--- src/rtl/gen_sum_accum.sv ---
// rtl/gen_sum_accum.sv - windowed saturating accumulator for an adder's sum stream
module gen_sum_accum #(
  parameter int N     = 4,
  parameter int COUNT = 8,
  parameter int ACC_W = 8,
  localparam int CW   = $clog2(COUNT + 1)
) (
  input  logic             clk,
  input  logic             rst,
  input  logic [N:0]       sum_in,
  input  logic             in_valid,
  output logic             in_ready,
  input  logic             flush,
  output logic [ACC_W-1:0] acc_out,
  output logic [CW-1:0]    cnt_out,
  output logic             ovf_out,
  output logic             out_valid,
  input  logic             out_ready
);

  // Adder width is wide enough for both operands plus one carry bit, so any
  // bit at or above ACC_W means the true total no longer fits.
  localparam int SW = ((ACC_W > N + 1) ? ACC_W : N + 1) + 1;

  typedef enum logic [1:0] {
    IDLE  = 2'd0,
    ACCUM = 2'd1,
    HOLD  = 2'd2
  } state_t;

  state_t           state;
  logic [ACC_W-1:0] acc;
  logic [CW-1:0]    cnt;
  logic             ovf;

  logic [SW-1:0]    sum_wide;
  logic             sat_hit;
  logic [ACC_W-1:0] acc_sat;
  logic [CW-1:0]    cnt_inc;
  logic             take;
  logic             closing;

  // Next-value datapath: saturating add, sample count and block-close decision.
  always_comb begin
    sum_wide = SW'(acc) + SW'(sum_in);
    sat_hit  = |sum_wide[SW-1:ACC_W];
    acc_sat  = sat_hit ? {ACC_W{1'b1}} : sum_wide[ACC_W-1:0];
    cnt_inc  = cnt + CW'(1);
    take     = in_valid && in_ready;
    // flush only closes a block that already holds samples (ACCUM); a sample
    // accepted on the same edge is folded in before the block is closed.
    closing  = (take && (cnt_inc == CW'(COUNT))) || ((state == ACCUM) && flush);
  end

  // Control FSM with registered handshake outputs and accumulator state.
  always_ff @(posedge clk) begin
    if (rst) begin
      state     <= IDLE;
      acc       <= '0;
      cnt       <= '0;
      ovf       <= 1'b0;
      out_valid <= 1'b0;
      in_ready  <= 1'b1;
    end else begin
      unique case (state)
        IDLE, ACCUM: begin
          if (take) begin
            acc <= acc_sat;
            cnt <= cnt_inc;
            ovf <= ovf | sat_hit;
          end
          if (closing) begin
            state     <= HOLD;
            out_valid <= 1'b1;
            in_ready  <= 1'b0;
          end else if (take) begin
            state <= ACCUM;
          end
        end
        HOLD: begin
          if (out_ready) begin
            state     <= IDLE;
            acc       <= '0;
            cnt       <= '0;
            ovf       <= 1'b0;
            out_valid <= 1'b0;
            in_ready  <= 1'b1;
          end
        end
        default: begin
          state     <= IDLE;
          acc       <= '0;
          cnt       <= '0;
          ovf       <= 1'b0;
          out_valid <= 1'b0;
          in_ready  <= 1'b1;
        end
      endcase
    end
  end

  assign acc_out = acc;
  assign cnt_out = cnt;
  assign ovf_out = ovf;

endmodule
--- config.mk ---
export PLATFORM = sky130hd
export DESIGN_NAME = gen_sum_accum
export DESIGN_NICKNAME = d
export VERILOG_FILES = /design/src/rtl/gen_sum_accum.sv
export SDC_FILE = /design/constraint.sdc
export NUM_CORES = 1
export LEC_CHECK = 0
export ABC_AREA = 1
export CORE_MARGIN = 2
export CORE_UTILIZATION = 47
export DETAILED_ROUTE_END_ITERATION = 6
export PLACE_DENSITY = 0.79
export SETUP_SLACK_MARGIN = 0.3
export SKIP_LAST_GASP = 1
export SYNTH_ARGS = -nofsm -noshare
export SYNTH_HDL_FRONTEND = slang
export SYNTH_SLANG_ARGS = --single-unit
--- constraint.sdc ---
create_clock -name clk -period 2 [get_ports clk]
set_input_delay 0.2 -clock clk [delete_from_list [all_inputs] [get_ports clk]]
set_output_delay 0.2 -clock clk [all_outputs]
set_load 0.01 [all_outputs]
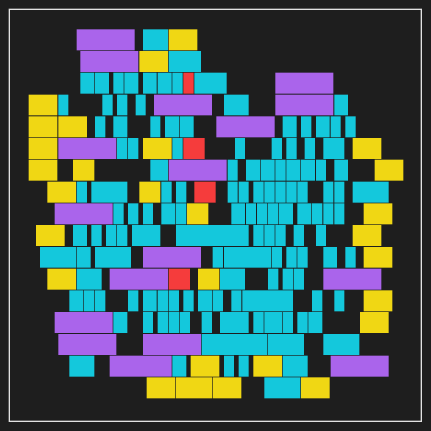
Figure 1: run 1, placed cells, one color a class.
Scale: 8 px per µm.
clock drivers and dummy loads -> red  # cells 4, share of their area 1.9%
other buffers and delay cells -> yellow  # cells 28, share of their area 20%
all other logic -> cyan  # cells 132, share of their area 53%
flip-flops -> purple  # cells 17, share of their area 25%
fraction of the core area covered by cells at the end of the flow: 0.646
core area: 2170 µm²

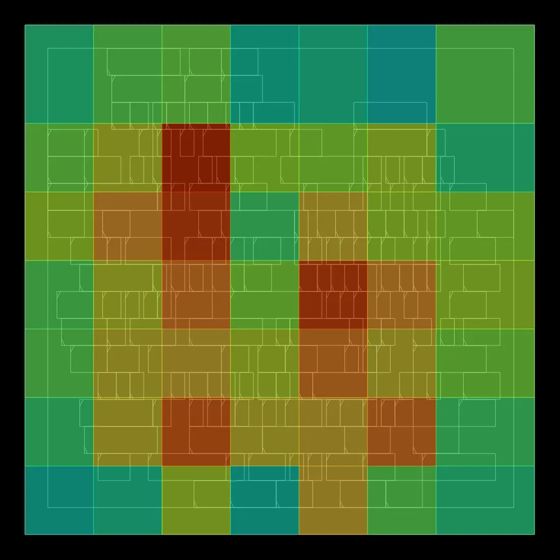
Figure 2: run 1, track usage over the die.
met1 capacity usage during global routing: 0.263
GRT Overall Usage: 0.214
GR met2 Demand/Resource: 0.372

==> reports/qor.tcl, run 1 <==
set qor(synthTopCellsByArea) {dfxtp_1 32%, nand2_1 19%, ha_1 8.3%}
set qor(ant_nets) 0
set qor(final-max-slew-violation-count) 0
set qor(pwr_density_cell_nw_per_um2) 796
set qor(numSynthFlops) 17
set qor(synth_adder_area_share) 0.102
set qor(num-nonclk-buffers) 28
set qor(largest_register_ffs) 8
set qor(clock_group_total_power_uw) 184
set qor(chipWidth_um) 51.3
set qor(finalSetupViolCount) 0
set qor(endpoint) {acc_out[5]}
set qor(grt_max_degree) 15
set qor(layout_top_cell) {nand2_1}
set qor(unrepaired_setup_endpoints_after_global_routing) {true}
set qor(layout.nonclk_buf_frac) 0.195
set qor(clockPowerShare) 0.165
set qor(post-place-ws_ns) -0.0894
set qor(vdd_ir_drop_max_mv) 0.463
set qor(most_common_logic_cells_in_the_final_layout) {52 x nand2_1, 23 x clkdlybuf4s50_1, 16 x inv_1, 16 x a21oi_1, 16 x dfxtp_1}
set qor(finalWeightedCongestion) 0.850
set qor(finalNonFillerCells) 209
set qor(synth_area_in_compound_gates) 0.137
set qor(ff_type) {dfxtp_1}
set qor(seqPwrFrac) 0.403
set qor(whs_endpoint) {acc_out[0]}
set qor(cts_max_path_buffers) 2
set qor(rr_startpoint) {acc_out[0]}
set qor(boundary_pins) 25
set qor(path_buffers) 0
set qor(worstPathCellList) {ha_4, fa_2, nand3_2, nand3_4, a21oi_4, nand3_1, nand2_1, a21oi_2}
set qor(design.die.area_um2) 2630
set qor(clock_insertion_delay_worst_skew_ns) 0.29
set qor(critical_path_peak_fanout) 7
set qor(grt_first_pass_wirelength_um) 4240
set qor(power.largest_group) {combinational logic}
set qor(cpMaxStageDelayCell) {dfxtp_2}
set qor(maxSlewHeadroom) 0.753
set qor(grt.busiest_layer) {met2}
set qor(syn_avg_cell_area_um2) 6.92
set qor(numClockSinks) 17
set qor(power.combinational.fraction) 0.432
set qor(clock_tree_from_tritoncts) {done}
set qor(drc) 0
set qor(final.setup_skew_ns) 0.00744
set qor(routed_wl_um) 2490
set qor(sh_seq_area) 0.244
set qor(final-hold-violation-count) 0
set qor(antenna_cells_inserted) 0
set qor(ys_sh_mux) 0
set qor(comb_power_uw) 482
set qor(worst-r2r-cell-count) 8
set qor(yosysCellCount) 152
set qor(finalSetupTns_ns) 0
set qor(power.internal_uw) 693
set qor(quantity_of_gates_resized_following_cts) 2
set qor(dpl.cell_count) 205
set qor(cts_hold_buf) 0
set qor(cp.arrival_ns) 1.82
set qor(placement.cell_area_um2) 1350
set qor(synthArstFlopShare) 0
set qor(top_achievable_clock_speed_mhz) 609
set qor(netlist.area_leader.share) 0.323
set qor(syn-cell-area_um2) 1050
set qor(ys_warn_count) 0
set qor(route.vias.total) 1046
set qor(num-nets-final) 200
set qor(ys_types) 23
set qor(ys_seq_share) 0.323
set qor(std_cell_rows) 17
set qor(floorplan.core_util) 0.485
set qor(layout_stage_area_growth_over_the_synthesis_result_pct) 33.2
set qor(met3_wl_post_dr_um) 77
set qor(seq_area_um2) 342
set qor(synth.cellmix.simpleShare) 0.319
set qor(dp.final_hpwl_um) 1860
set qor(power.net_switching_uw) 423
set qor(log.warning_count) 28
set qor(critPathRequiredTime_ns) 2.18
set qor(buffer_ports.inserted) 24
set qor(hold_ws_ns) 0.464
set qor(critPathMaxStageDelay_ns) 0.36
set qor(min-delay-start) {sum_in[0]}
set qor(routed-wl-met2_um) 1270
set qor(yosysMostFrequentCell) {nand2_1}
set qor(largest_cell_class) {logic gates}
set qor(min_delay_path_depth) 6
set qor(synth-edff-count) 0
set qor(post_route_cells_drive_above_1_share) 0.116
set qor(worst_setup_path_startpoint) {acc_out[0]}
set qor(end_kind) {flip-flop}
set qor(final_period_minus_worst_setup_slack_ns) 1.64
set qor(worst_path_dominant_cell_family) {adder cells}
set qor(clk_tree_root_cell) {clkbuf_4}
set qor(path_clk_slew_ns) 0.10
set qor(timing_worst_slew_pin_value_ns) 0.371
set qor(synth.cells.most_frequent) {52 x nand2_1, 17 x dfxtp_1, 16 x a21oi_1, 16 x inv_1, 12 x nand3_1}
set qor(non_clock_inverters) 17
set qor(crit_cells) 8
set qor(drt_pass1_iterations) 4
set qor(first_global_vias) 1033
set qor(wl_met1_um) 1120
set qor(synthCells) 152
set qor(yosys-dominant-comb-family) {simple AND/OR/NAND/NOR gates}
set qor(post-route-cell-area_um2) 1400
set qor(layout.clock_buffers) 4
set qor(p_seq_uw) 450
set qor(r2r_slack_ns) 0.36
set qor(total_leakage_power_uw) 0.000646
set qor(post_cts_buffers) 0
set qor(worst_min_path_class) {primary input to flip-flop}
set qor(die.size.y_um) 51.3
set qor(cap_viol_max_count) 0
set qor(timing.final.crit_share) 0.821
set qor(htreeDepth) 1
set qor(synth.net_count) 170
set qor(numSequentialCells) 17
set qor(worstSetupStartpointType) {flip-flop}
set qor(grt.overflow.total) 0
set qor(post_synth_xor_area_fraction) 0.0333
set qor(nWellTaps) 28
set qor(area.combinational_um2) 662
set qor(final-clk-cell-share) 0.0188
set qor(wire_per_inst_um) 11.9
set qor(yosys.area.top_type) {dfxtp_1}
set qor(multi_input_comb_cells) 115
set qor(run_status) {finished clean}
set qor(combAreaFraction) 0.472
set qor(viasPerCell) 5.00
set qor(drt-initial-drc-count) 19
set qor(numCtsBuffers) 3
set qor(switching_share) 0.379
set qor(fillers) 208
set qor(highest-signal-layer) {met4}
set qor(grt.met3_usage) 0.0351
set qor(path_class) {flip-flop to flip-flop}
set qor(worst_r2r_endpoint) {acc_out[5]}
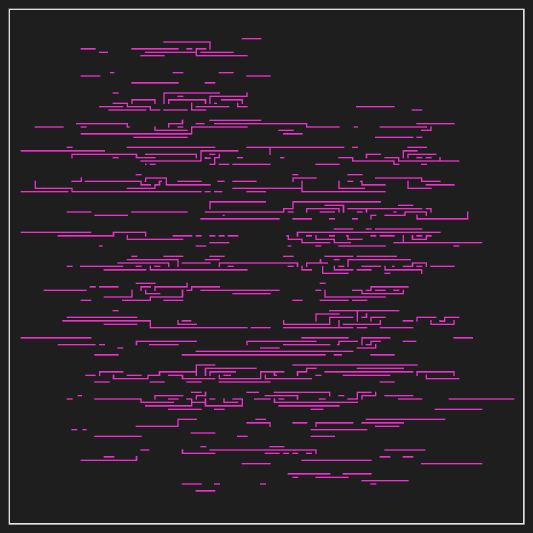
Figure 3: run 1, met1 routing.
Scale: 10 px per µm.
nets with wire on the layer = 177
main direction = horizontal

Figure 4. Zoomed window (run 1).
Window x 0 to 25, y 26 to 51 µm. Cells in gray, sequential cells in the stronger gray; small squares are vias.
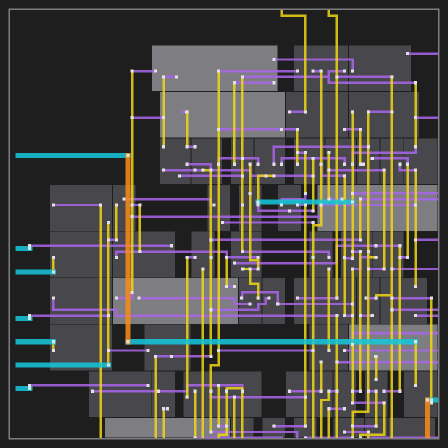

## Run 2: what changed since run 1
--- a/config.mk
+++ b/config.mk
@@ -7,9 +7,9 @@
 export LEC_CHECK = 0
 export ABC_AREA = 1
 export CORE_MARGIN = 2
-export CORE_UTILIZATION = 47
+export CORE_UTILIZATION = 44
 export DETAILED_ROUTE_END_ITERATION = 6
-export PLACE_DENSITY = 0.79
+export PLACE_DENSITY = 0.78
 export SETUP_SLACK_MARGIN = 0.3
 export SKIP_LAST_GASP = 1
 export SYNTH_ARGS = -nofsm -noshare
==> constraint.sdc (replaced) <==
create_clock -name clk -period 1.3 [get_ports clk]
set_input_delay 0.13 -clock clk [delete_from_list [all_inputs] [get_ports clk]]
set_output_delay 0.13 -clock clk [all_outputs]
set_load 0.01 [all_outputs]
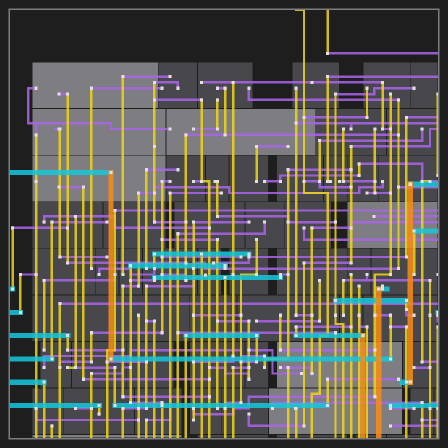
Figure 5: run 2, zoomed window.
Window x 1 to 26, y 27 to 52 µm. Cells in gray, sequential cells in the stronger gray; small squares are vias.
met3 -> cyan
met1 -> purple
met4 -> orange
met2 -> yellow
sequential cells in the window = 7
cells with their middle in the window = 52
netlist names of flops here include = acc_out (2), state (2)
most frequent = buf_4 (9), buf_6 (5)

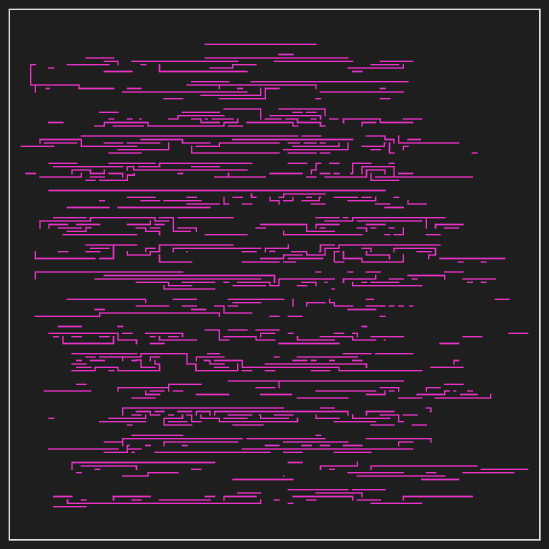
Figure 6: run 2, met1 routing.
Scale: 10 px per µm.
share of all routed wire = 37%
longest straight run = 33.6 µm

==> reports/qor.tcl, run 2 <==
set qor(run_status) {finished, violations left}
set qor(violations) {negative setup slack}
set qor(post-route-util) 0.861
set qor(cap_viol_max_count) 0
set qor(power.net_switching_uw) 976
set qor(numSequentialCells) 17
set qor(yosysMostFrequentCell) {nand2_1}
set qor(std_cell_rows) 17
set qor(grt_max_degree) 10
set qor(highest-signal-layer) {met4}
set qor(finalSetupViolCount) 14
set qor(groute.layer.met2.usage) 0.538
set qor(layout.nonclk_buf_frac) 0.318
set qor(floorplan.core_util) 0.471
set qor(path_class) {flip-flop to flip-flop}
set qor(p_seq_uw) 714
set qor(chipWidth_um) 52.9
set qor(antenna_cells_inserted) 0
set qor(top_achievable_clock_speed_mhz) 564
set qor(drt_pass1_iterations) 4
set qor(pwr_density_cell_nw_per_um2) 1250
set qor(layout.clock_buffers) 4
set qor(worst_min_path_class) {flip-flop to flip-flop}
set qor(dpl.cell_count) 223
set qor(htreeDepth) 1
set qor(post-place-ws_ns) -0.637
set qor(grt.met3_usage) 0.0424
set qor(placement.cell_area_um2) 1560
set qor(met3_wl_post_dr_um) 338
set qor(design.die.area_um2) 2800
set qor(clk_tree_root_cell) {clkbuf_4}
set qor(multi_input_comb_cells) 115
set qor(grt_util_all_layers) 0.277
set qor(numCtsBuffers) 3
set qor(timing.final.crit_share) 1.36
set qor(cpMaxStageDelayCell) {dfxtp_2}
set qor(worst_r2r_endpoint) {acc_out[5]}
set qor(drc) 0
set qor(seqPwrFrac) 0.298
set qor(drt-initial-drc-count) 54
set qor(largest_cell_class) {logic gates}
set qor(path_clk_slew_ns) 0.11
set qor(globalRouteMet1Util) 0.304
set qor(end_kind) {flip-flop}
set qor(numSynthFlops) 17
set qor(path_buffers) 0
set qor(synth.cellmix.simpleShare) 0.319
set qor(min-delay-start) {out_valid}
set qor(power.combinational.fraction) 0.572
set qor(synth-edff-count) 0
set qor(fp.coreArea_um2) 2230
set qor(worst_path_dominant_cell_family) {adder cells}
set qor(crit_cells) 8
set qor(critPathRequiredTime_ns) 1.51
set qor(fillers) 112
set qor(power.largest_group) {combinational logic}
set qor(ys_types) 23
set qor(timing.final.ws_setup_ns) -0.472
set qor(routed_wl_um) 4340
set qor(worst-r2r-cell-count) 8
set qor(critPathMaxStageDelay_ns) 0.36
set qor(total_leakage_power_uw) 0.000945
set qor(endpoint) {acc_out[5]}
set qor(synthArstFlopShare) 0
set qor(grt_first_pass_wirelength_um) 5600
set qor(r2r_slack_ns) -0.47
set qor(cts_hold_buf) 0
set qor(clock_insertion_delay_worst_skew_ns) 0.30
set qor(synth_area_in_compound_gates) 0.137
set qor(post_route_cells_drive_above_1_share) 0.509
set qor(critical_path_peak_fanout) 7
set qor(seq_area_um2) 369
set qor(boundary_pins) 25
set qor(num-nets-final) 237
set qor(post-route-cell-area_um2) 1920
set qor(synth_adder_area_share) 0.102
set qor(syn_avg_cell_area_um2) 6.92
set qor(final-max-slew-violation-count) 0
set qor(ant_nets) 0
set qor(num-nonclk-buffers) 65
set qor(worst_setup_path_startpoint) {acc_out[0]}
set qor(rr_startpoint) {acc_out[0]}
set qor(ys_seq_share) 0.323
set qor(cp.arrival_ns) 1.98
set qor(ys_warn_count) 0
set qor(synth.cells.most_frequent) {52 x nand2_1, 17 x dfxtp_1, 16 x a21oi_1, 16 x inv_1, 12 x nand3_1}
set qor(layout_top_cell) {nand2_1}
set qor(final-hold-violation-count) 0
set qor(post_synth_xor_area_fraction) 0.0333
set qor(clockPowerShare) 0.131
set qor(yosys.area.top_type) {dfxtp_1}
set qor(vdd_ir_drop_max_mv) 1.07
set qor(sh_seq_area) 0.192
set qor(finalNonFillerCells) 246
set qor(netlist.area_leader.share) 0.323
set qor(hold_ws_ns) 0.502
set qor(final.setup_skew_ns) 0.00366
set qor(clock_group_total_power_uw) 313
set qor(dp.final_hpwl_um) 2170
set qor(grt.busiest_layer) {met2}
set qor(clock_tree_from_tritoncts) {done}
set qor(wl_met1_um) 1600
set qor(synthCells) 152
set qor(log.warning_count) 31
set qor(buffer_ports.inserted) 24
set qor(switching_share) 0.407
set qor(non_clock_inverters) 17
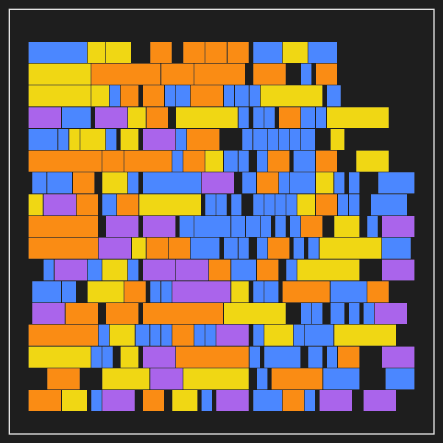
Figure 7: run 2, drive-strength map.
Scale: 8 px per µm.
drive 1 or less -> blue  # cells 107
drive 2 -> yellow  # cells 38
drive 3 to 4 -> orange  # cells 49
drive 6 and up -> purple  # cells 24

